`src/rtl/pipeline_pkg.sv`:
```
// Shared pipeline encodings for the RV32 core: forward selects, result-source
// codes and the hazard sequencer states.
package pipeline_pkg;

    typedef enum logic [1:0] {
        FWD_RF  = 2'b00,
        FWD_WB  = 2'b01,
        FWD_MEM = 2'b10
    } fwd_sel_e;

    localparam logic [1:0] RESULT_SRC_LOAD = 2'b01;

    typedef enum logic {
        HOLD,
        RUN
    } hz_state_e;

    // x0 is hard-wired zero, so it never matches for hazard purposes
    function automatic logic reg_match(input logic [4:0] rd, input logic [4:0] rs);
        return (rd != 5'd0) && (rd == rs);
    endfunction

endpackage

```
`src/rtl/hazard_unit_if.sv`:
```
// Hazard controller bundle: stage register ids in, stall/flush/forward and
// event counters out.
interface hazard_unit_if
    import pipeline_pkg::*;
#(
    parameter int CNT_WIDTH = 32
);
    logic [4:0]           Rs1D, Rs2D;
    logic [4:0]           Rs1E, Rs2E, RdE;
    logic [1:0]           ResultSrcE;
    logic                 PCSrcE;
    logic [4:0]           RdM;
    logic                 RegWriteM;
    logic [4:0]           RdW;
    logic                 RegWriteW;
    logic                 StallF, StallD;
    logic                 FlushD, FlushE;
    fwd_sel_e             ForwardAE, ForwardBE;
    logic [CNT_WIDTH-1:0] StallCount, FlushCount;

    modport slave (
        input  Rs1D, Rs2D, Rs1E, Rs2E, RdE, ResultSrcE, PCSrcE,
               RdM, RegWriteM, RdW, RegWriteW,
        output StallF, StallD, FlushD, FlushE, ForwardAE, ForwardBE,
               StallCount, FlushCount
    );

    modport master (
        output Rs1D, Rs2D, Rs1E, Rs2E, RdE, ResultSrcE, PCSrcE,
               RdM, RegWriteM, RdW, RegWriteW,
        input  StallF, StallD, FlushD, FlushE, ForwardAE, ForwardBE,
               StallCount, FlushCount
    );

endinterface

```
`src/rtl/hazard_forward_sel.sv`:
```
// Forward select for one execute-stage operand; memory stage has priority
// over writeback since it holds the younger result.
module hazard_forward_sel
    import pipeline_pkg::*;
(
    input  logic [4:0] rs_e,
    input  logic [4:0] rd_m,
    input  logic       reg_write_m,
    input  logic [4:0] rd_w,
    input  logic       reg_write_w,
    input  logic       hold,
    output fwd_sel_e   sel
);

    always_comb begin
        sel = FWD_RF;
        if (!hold) begin
            if (reg_write_m && reg_match(rd_m, rs_e))
                sel = FWD_MEM;
            else if (reg_write_w && reg_match(rd_w, rs_e))
                sel = FWD_WB;
        end
    end

endmodule

```
`src/rtl/hazard_unit.sv`:
```
// Stall/flush/forward controller for the 5-stage core, with a post-reset
// drain sequencer and wrap-around load-use / control-flush event counters.
module hazard_unit
    import pipeline_pkg::*;
#(
    parameter int FLUSH_CYCLES = 3,
    parameter int CNT_WIDTH    = 32
) (
    input  logic   clk,
    input  logic   reset,
    hazard_unit_if.slave hz
);

    localparam logic [3:0] DRAIN_INIT = 4'(FLUSH_CYCLES - 1);

    hz_state_e            state, state_nxt;
    logic [3:0]           drain, drain_nxt;
    logic                 hold;
    logic                 lw_stall;
    logic [CNT_WIDTH-1:0] stall_cnt, flush_cnt;

    always_ff @(posedge clk) begin
        if (reset) begin
            state <= HOLD;
            drain <= DRAIN_INIT;
        end else begin
            state <= state_nxt;
            drain <= drain_nxt;
        end
    end

    // Leave HOLD on the edge where the drain counter has reached zero
    always_comb begin
        state_nxt = state;
        drain_nxt = drain;
        if (state == HOLD) begin
            if (drain == 4'd0)
                state_nxt = RUN;
            else
                drain_nxt = drain - 4'd1;
        end
    end

    assign hold     = reset || (state == HOLD);
    assign lw_stall = (hz.ResultSrcE == RESULT_SRC_LOAD) &&
                      (reg_match(hz.RdE, hz.Rs1D) || reg_match(hz.RdE, hz.Rs2D));

    assign hz.StallF = hold || lw_stall;
    assign hz.StallD = !hold && lw_stall;
    assign hz.FlushD = hold || hz.PCSrcE;
    assign hz.FlushE = hold || lw_stall || hz.PCSrcE;

    // A stall coinciding with a redirect is squashed, so only the flush counts
    always_ff @(posedge clk) begin
        if (reset) begin
            stall_cnt <= '0;
            flush_cnt <= '0;
        end else if (state == RUN) begin
            if (lw_stall && !hz.PCSrcE)
                stall_cnt <= stall_cnt + CNT_WIDTH'(1);
            if (hz.PCSrcE)
                flush_cnt <= flush_cnt + CNT_WIDTH'(1);
        end
    end

    assign hz.StallCount = stall_cnt;
    assign hz.FlushCount = flush_cnt;

    hazard_forward_sel u_fwd_a (
        .rs_e        (hz.Rs1E),
        .rd_m        (hz.RdM),
        .reg_write_m (hz.RegWriteM),
        .rd_w        (hz.RdW),
        .reg_write_w (hz.RegWriteW),
        .hold        (hold),
        .sel         (hz.ForwardAE)
    );

    hazard_forward_sel u_fwd_b (
        .rs_e        (hz.Rs2E),
        .rd_m        (hz.RdM),
        .reg_write_m (hz.RegWriteM),
        .rd_w        (hz.RdW),
        .reg_write_w (hz.RegWriteW),
        .hold        (hold),
        .sel         (hz.ForwardBE)
    );

endmodule

```
`src/flat_wrapper.sv`:
```
// flat-port wrapper written by rule: the top's interface ports become plain ports
module hazard_unit_flat import pipeline_pkg::*;
#(
    parameter int FLUSH_CYCLES = 3,
    parameter int CNT_WIDTH    = 32
)
  (clk, reset, hz_Rs1D, hz_Rs2D, hz_Rs1E, hz_Rs2E, hz_RdE, hz_ResultSrcE, hz_PCSrcE, hz_RdM, hz_RegWriteM, hz_RdW, hz_RegWriteW, hz_StallF, hz_StallD, hz_FlushD, hz_FlushE, hz_ForwardAE, hz_ForwardBE, hz_StallCount, hz_FlushCount);
  hazard_unit_if #(.CNT_WIDTH(CNT_WIDTH)) hz_i ();
  input  logic clk;
  input  logic reset;
  input wire logic [$bits(hz_i.Rs1D)-1:0] hz_Rs1D;
  input wire logic [$bits(hz_i.Rs2D)-1:0] hz_Rs2D;
  input wire logic [$bits(hz_i.Rs1E)-1:0] hz_Rs1E;
  input wire logic [$bits(hz_i.Rs2E)-1:0] hz_Rs2E;
  input wire logic [$bits(hz_i.RdE)-1:0] hz_RdE;
  input wire logic [$bits(hz_i.ResultSrcE)-1:0] hz_ResultSrcE;
  input wire logic [$bits(hz_i.PCSrcE)-1:0] hz_PCSrcE;
  input wire logic [$bits(hz_i.RdM)-1:0] hz_RdM;
  input wire logic [$bits(hz_i.RegWriteM)-1:0] hz_RegWriteM;
  input wire logic [$bits(hz_i.RdW)-1:0] hz_RdW;
  input wire logic [$bits(hz_i.RegWriteW)-1:0] hz_RegWriteW;
  output wire logic [$bits(hz_i.StallF)-1:0] hz_StallF;
  output wire logic [$bits(hz_i.StallD)-1:0] hz_StallD;
  output wire logic [$bits(hz_i.FlushD)-1:0] hz_FlushD;
  output wire logic [$bits(hz_i.FlushE)-1:0] hz_FlushE;
  output wire logic [$bits(hz_i.ForwardAE)-1:0] hz_ForwardAE;
  output wire logic [$bits(hz_i.ForwardBE)-1:0] hz_ForwardBE;
  output wire logic [$bits(hz_i.StallCount)-1:0] hz_StallCount;
  output wire logic [$bits(hz_i.FlushCount)-1:0] hz_FlushCount;
  assign hz_i.Rs1D = hz_Rs1D;
  assign hz_i.Rs2D = hz_Rs2D;
  assign hz_i.Rs1E = hz_Rs1E;
  assign hz_i.Rs2E = hz_Rs2E;
  assign hz_i.RdE = hz_RdE;
  assign hz_i.ResultSrcE = hz_ResultSrcE;
  assign hz_i.PCSrcE = hz_PCSrcE;
  assign hz_i.RdM = hz_RdM;
  assign hz_i.RegWriteM = hz_RegWriteM;
  assign hz_i.RdW = hz_RdW;
  assign hz_i.RegWriteW = hz_RegWriteW;
  assign hz_StallF = hz_i.StallF;
  assign hz_StallD = hz_i.StallD;
  assign hz_FlushD = hz_i.FlushD;
  assign hz_FlushE = hz_i.FlushE;
  assign hz_ForwardAE = hz_i.ForwardAE;
  assign hz_ForwardBE = hz_i.ForwardBE;
  assign hz_StallCount = hz_i.StallCount;
  assign hz_FlushCount = hz_i.FlushCount;
  hazard_unit #(.FLUSH_CYCLES(FLUSH_CYCLES), .CNT_WIDTH(CNT_WIDTH)) u_core (.clk(clk), .reset(reset), .hz(hz_i));
endmodule
```
`config.mk`:
```
export PLATFORM = sky130hd
export DESIGN_NAME = hazard_unit_flat
export DESIGN_NICKNAME = d
export VERILOG_FILES = /design/src/rtl/pipeline_pkg.sv /design/src/rtl/hazard_unit_if.sv /design/src/rtl/hazard_forward_sel.sv /design/src/rtl/hazard_unit.sv /design/src/flat_wrapper.sv
export SDC_FILE = /design/constraint.sdc
export NUM_CORES = 1
export LEC_CHECK = 0
export CAP_MARGIN = 20
export CORE_ASPECT_RATIO = 0.75
export CORE_MARGIN = 2
export CORE_UTILIZATION = 51
export DETAILED_ROUTE_END_ITERATION = 8
export GPL_ROUTABILITY_DRIVEN = 0
export PLACE_DENSITY = 0.93
export SYNTH_ARGS = -nofsm -noshare
export SYNTH_HDL_FRONTEND = slang
export SYNTH_HIERARCHICAL = 1
export SYNTH_SLANG_ARGS = --single-unit
```
`constraint.sdc`:
```
create_clock -name clk -period 4.5 [get_ports clk]
set_input_delay 0.9 -clock clk [delete_from_list [all_inputs] [get_ports clk]]
set_output_delay 0.9 -clock clk [all_outputs]
set_load 0.005 [all_outputs]
```
==> results.py, run 1 <==
# Generated from Yosys and OpenROAD reports
metrics = {
    "cts": {
        "cts_buffers": 9,
        "path_clk_slew_ps": 70,
        "cts_tree": "built",
    },
    "detailed_routing": {
        "drt_iter0_markers": 319,
        "routed_wl_mm": 11.1,
    },
    "synthesis": {
        "ys_cells": 458,
        "ys_top_logic_family": "simple AND/OR/NAND/NOR gates",
        "edf_count": 0,
        "common_cells": "69 x dfxtp_1, 44 x nor2_1, 38 x xor2_1",
        "yosysUniqueCellTypes": 46,
    },
    "critical_path": {
        "slowest_stage": "or4_1",
        "timing.rr.end": "u_core/hz.StallCount[31]",
        "r2r_cells": 5,
        "arrival_ps": 2980,
        "cp_top_family": "buffers and inverters",
    },
    "layout": {
        "utilization": 0.709,
        "final_net_count": 608,
        "sh_seq_area": 0.266,
        "buffers": 118,
        "clkCellAreaFrac": 0.0344,
        "n_antenna_cell": 0,
        "num-multi-input-gates": 358,
        "drive_gt1_frac": 0.0546,
    },
    "final_timing": {
        "worst_pin_slew_ps": 720,
        "max_freq_mhz": 258,
        "fin_ws_ps": 619,
    },
    "place": {
        "placed_cell_area_mm2": 0.00502,
        "pre_cts_ws_ps": 640,
    },
    "global_routing": {
        "grt_pass1_wl_mm": 17.6,
    },
    "job": {
        "openroad.warnings": 26,
    },
    "floorplan": {
        "row_count": 27,
        "dieArea_mm2": 0.00829,
    },
    "power": {
        "largestPowerGroup": "registers",
        "power.density_cell_area_mw_per_mm2": 254,
        "power.switching_mw": 0.362,
        "ir_drop_v": 0.000171,
        "pg_comb_mw": 0.203,
        "swShare": 0.274,
    },
    "min_path": {
        "hold_depth": 2,
    },
    "outcome": {
        "outcome": "completed",
    },
}
**Run 1: signal metal coverage by tile**

(4 px per um) 21 x 16 tiles, from dark purple (low) to yellow (high), scaled to the fullest tile. Values are wire area over tile area, all layers added.
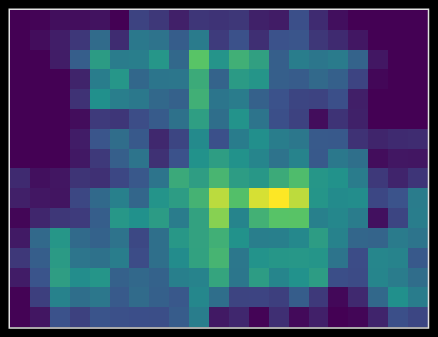
fullest tile: 0.74
nearly empty tiles: 13%
densest ninth of the die: center
emptiest ninth of the die: north-east

**Run 1: supply network**

(4 px per um) Pins as bars on the die edge.
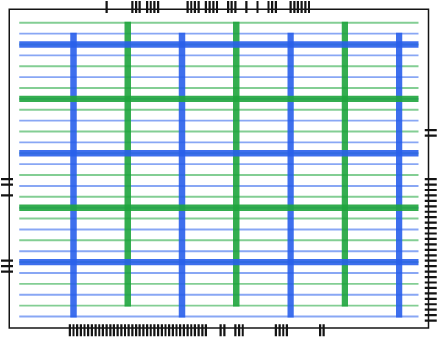
[VSS] blue
[VDD] green
met4 straps: 7
met1 rails: 28
met5 straps: 5
signal pins: 114
core area: 0.00733 mm2
chip width: 104 um

**Run 1: cell sizes after repair**

(3 px per um)
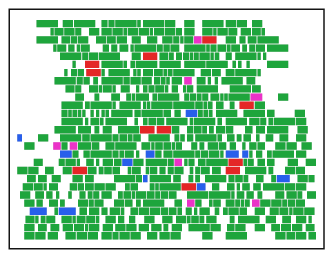
[drive 1 or less] green | cells: 537 | share: 95% | most used: clkdlybuf4s50_1
[drive 6 and up] red | cells: 11 | share: 1.9% | most used: clkbuf_8
[drive 3 to 4] magenta | cells: 8 | share: 1.4% | most used: buf_4
[drive 2] blue | cells: 12 | share: 2.1%

**Run 1: close-up of the layout**

Region (27, 29) to (77, 79) um. Cells in gray, sequential cells in the stronger gray; small squares are vias.
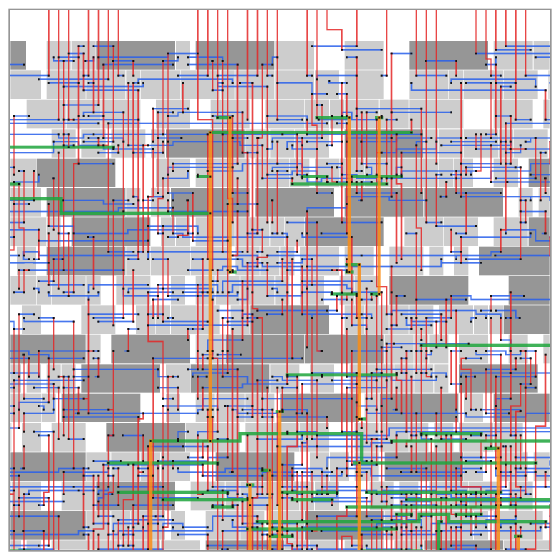
[met4] orange
[met1] blue
[met3] green
[met2] red
netlist names of flops here include: `u_core/hz.FlushCount` (22), `u_core/hz.StallCount` (12), `u_core/drain` (2)
cells with their middle in the window: 222
sequential cells in the window: 37
most frequent: dfxtp_1 (37), nor2_1 (26), clkdlybuf4s50_1 (24)

**Run 1: placement view**

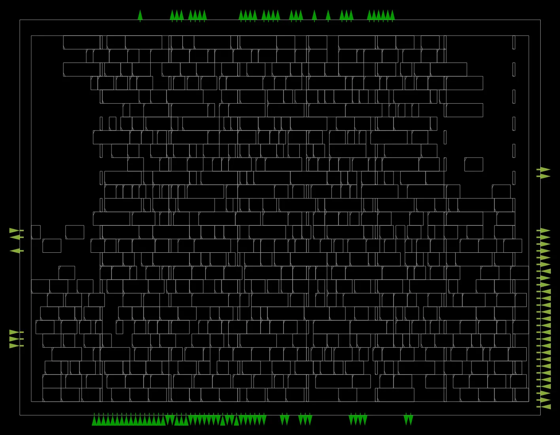

==> run 2: changes to the inputs <==
--- a/config.mk
+++ b/config.mk
@@ -11,7 +11,8 @@
 export CORE_UTILIZATION = 51
 export DETAILED_ROUTE_END_ITERATION = 8
 export GPL_ROUTABILITY_DRIVEN = 0
-export PLACE_DENSITY = 0.93
+export PLACE_DENSITY = 0.81
+export SLEW_MARGIN = 20
 export SYNTH_ARGS = -nofsm -noshare
 export SYNTH_HDL_FRONTEND = slang
 export SYNTH_HIERARCHICAL = 1
**Run 2: placement view**

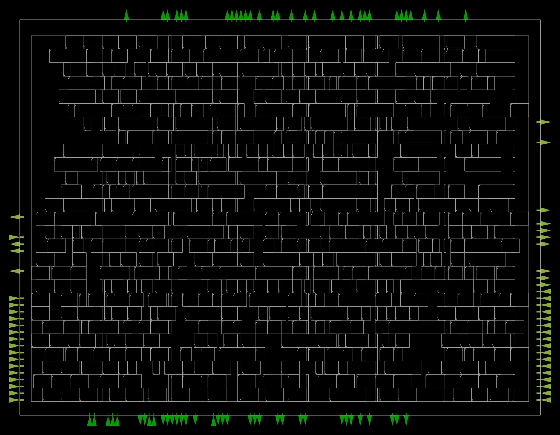
Rows: 27
final design utilization: 0.716
FFs & Latches: 69
non-filler cells, final: 669

**Run 2: close-up of the layout**

Region (27, 29) to (77, 79) um. Cells in gray, sequential cells in the stronger gray; small squares are vias.
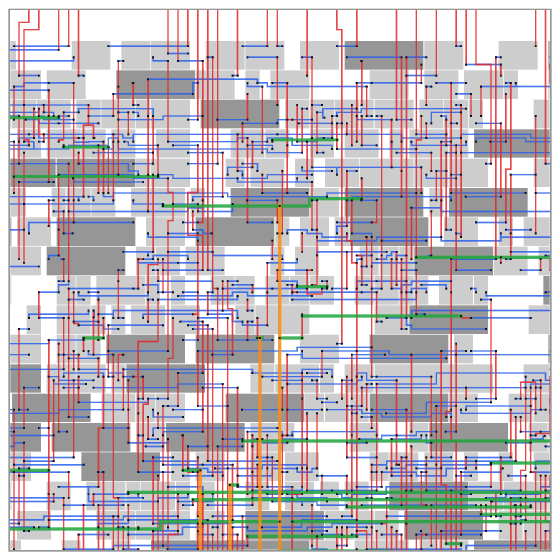
[met3] green
[met4] orange
[met2] red
[met1] blue
sequential cells in the window: 29
most frequent: dfxtp_1 (29), clkdlybuf4s50_1 (22), nor2_1 (18)
netlist names of flops here include: `u_core/hz.FlushCount` (19), `u_core/hz.StallCount` (10)
cells with their middle in the window: 193

==> run 2 against run 1 <==
Against the previous run:
- synthesized cell count is the same
- via count shrank 2.2%
- final area grew 1.0%
- power grew 8.9%
- combinational power is essentially flat
- register-to-register slack gained 60 ps
- sequential share of layout area shrank 0.27 points
- global-route usage shrank 1.5 points
- die size is the same
- critical path type unchanged
==> results.py, run 2 <==
# Generated from Yosys and OpenROAD reports
metrics = {
    "place": {
        "placed_cell_area_mm2": 0.00502,
        "pre_cts_ws_ps": 603,
    },
    "outcome": {
        "outcome": "completed",
    },
    "layout": {
        "final_net_count": 608,
        "n_antenna_cell": 0,
        "num-multi-input-gates": 358,
        "buffers": 118,
        "clkCellAreaFrac": 0.0441,
    },
    "synthesis": {
        "ys_top_logic_family": "simple AND/OR/NAND/NOR gates",
        "common_cells": "69 x dfxtp_1, 44 x nor2_1, 38 x xor2_1",
        "edf_count": 0,
        "ys_cells": 458,
    },
    "power": {
        "ir_drop_v": 0.000228,
        "power.switching_mw": 0.377,
        "largestPowerGroup": "registers",
    },
    "cts": {
        "cts_tree": "built",
        "path_clk_slew_ps": 90,
    },
    "detailed_routing": {
        "routed_wl_mm": 10.2,
        "drt_iter0_markers": 228,
    },
    "job": {
        "openroad.warnings": 26,
    },
    "critical_path": {
        "arrival_ps": 3000,
        "slowest_stage": "or4_1",
        "r2r_cells": 5,
    },
    "floorplan": {
        "die_width_um": 104,
        "dieArea_mm2": 0.00829,
        "coreArea_mm2": 0.00733,
    },
    "global_routing": {
        "grt_pass1_wl_mm": 16.7,
    },
    "min_path": {
        "hold_depth": 2,
    },
    "final_timing": {
        "fin_ws_ps": 595,
        "worst_pin_slew_ps": 745,
    },
}
**Run 2: supply network**

(4 px per um) Pins as bars on the die edge.
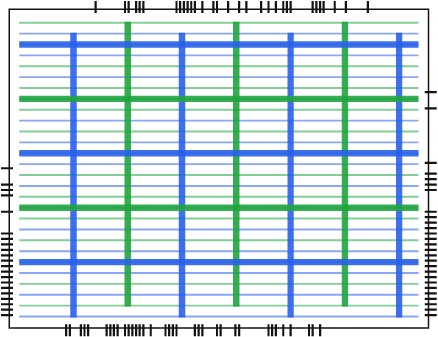

==> run 3: changes to the inputs <==
--- a/config.mk
+++ b/config.mk
@@ -5,12 +5,11 @@
 export SDC_FILE = /design/constraint.sdc
 export NUM_CORES = 1
 export LEC_CHECK = 0
-export CAP_MARGIN = 20
+export CAP_MARGIN = 10
 export CORE_ASPECT_RATIO = 0.75
-export CORE_MARGIN = 2
 export CORE_UTILIZATION = 51
 export DETAILED_ROUTE_END_ITERATION = 8
-export GPL_ROUTABILITY_DRIVEN = 0
+export GPL_ROUTABILITY_DRIVEN = 1
 export PLACE_DENSITY = 0.81
 export SLEW_MARGIN = 20
 export SYNTH_ARGS = -nofsm -noshare
**Run 3: supply network**

(4 px per um) Pins as bars on the die edge.
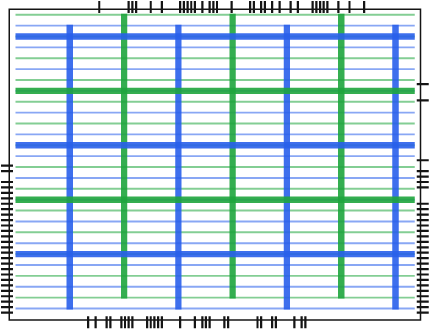
[VDD] green
[VSS] blue
met5 straps: 5
met4 straps: 7
signal pins: 114

**Run 3: signal metal coverage by tile**

(4 px per um) 20 x 15 tiles, from dark purple (low) to yellow (high), scaled to the fullest tile. Values are wire area over tile area, all layers added.
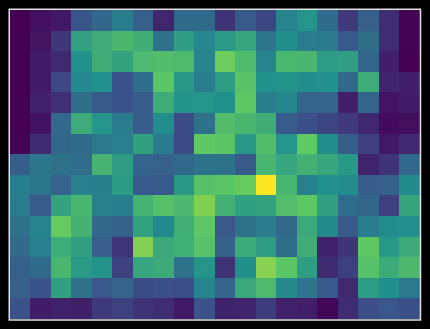
nearly empty tiles: 3.7%
mean over tiles: 0.20
fullest tile: 0.51
Vias: 3,857
DR WL/cell: 15.2 um

==> run 3 against run 2 <==
Against the previous run:
- non-clock buffer count up 1
- largest power group unchanged
- first-iteration DRC count down 1.3%
- sequential share of layout area up 0.12 points
- highest routed layer unchanged
- utilization down 0.32 points
- the flow now finishes with violations (design-rule violations)
- synthesized area unchanged
- final cell count up 0.15%
- via count down 0.52%
==> results.py, run 3 <==
# Generated from Yosys and OpenROAD reports
metrics = {
    "synthesis": {
        "ys_top_logic_family": "simple AND/OR/NAND/NOR gates",
        "ys_cells": 458,
        "edf_count": 0,
        "common_cells": "69 x dfxtp_1, 44 x nor2_1, 38 x xor2_1",
    },
    "job": {
        "openroad.warnings": 26,
    },
    "floorplan": {
        "dieArea_mm2": 0.00792,
        "coreArea_mm2": 0.00733,
        "die_width_um": 102,
        "row_count": 27,
    },
    "place": {
        "placed_cell_area_mm2": 0.00502,
        "pre_cts_ws_ps": 786,
    },
    "final_timing": {
        "fin_ws_ps": 765,
        "worst_pin_slew_ps": 748,
    },
    "power": {
        "power.switching_mw": 0.378,
        "ir_drop_v": 0.000158,
        "largestPowerGroup": "registers",
    },
    "global_routing": {
        "grt_pass1_wl_mm": 16.3,
    },
    "cts": {
        "cts_tree": "built",
        "path_clk_slew_ps": 70,
    },
    "min_path": {
        "hold_depth": 2,
    },
    "critical_path": {
        "arrival_ps": 2840,
        "slowest_stage": "or4_1",
    },
    "outcome": {
        "outcome": "finished with violations",
        "violations": "design-rule violations",
    },
    "layout": {
        "buffers": 119,
        "num-multi-input-gates": 358,
        "utilization": 0.713,
        "design.seq.count": 69,
    },
    "detailed_routing": {
        "drc": 2,
    },
}
Power figures rest on the tool's default switching activity, not on a simulated workload.
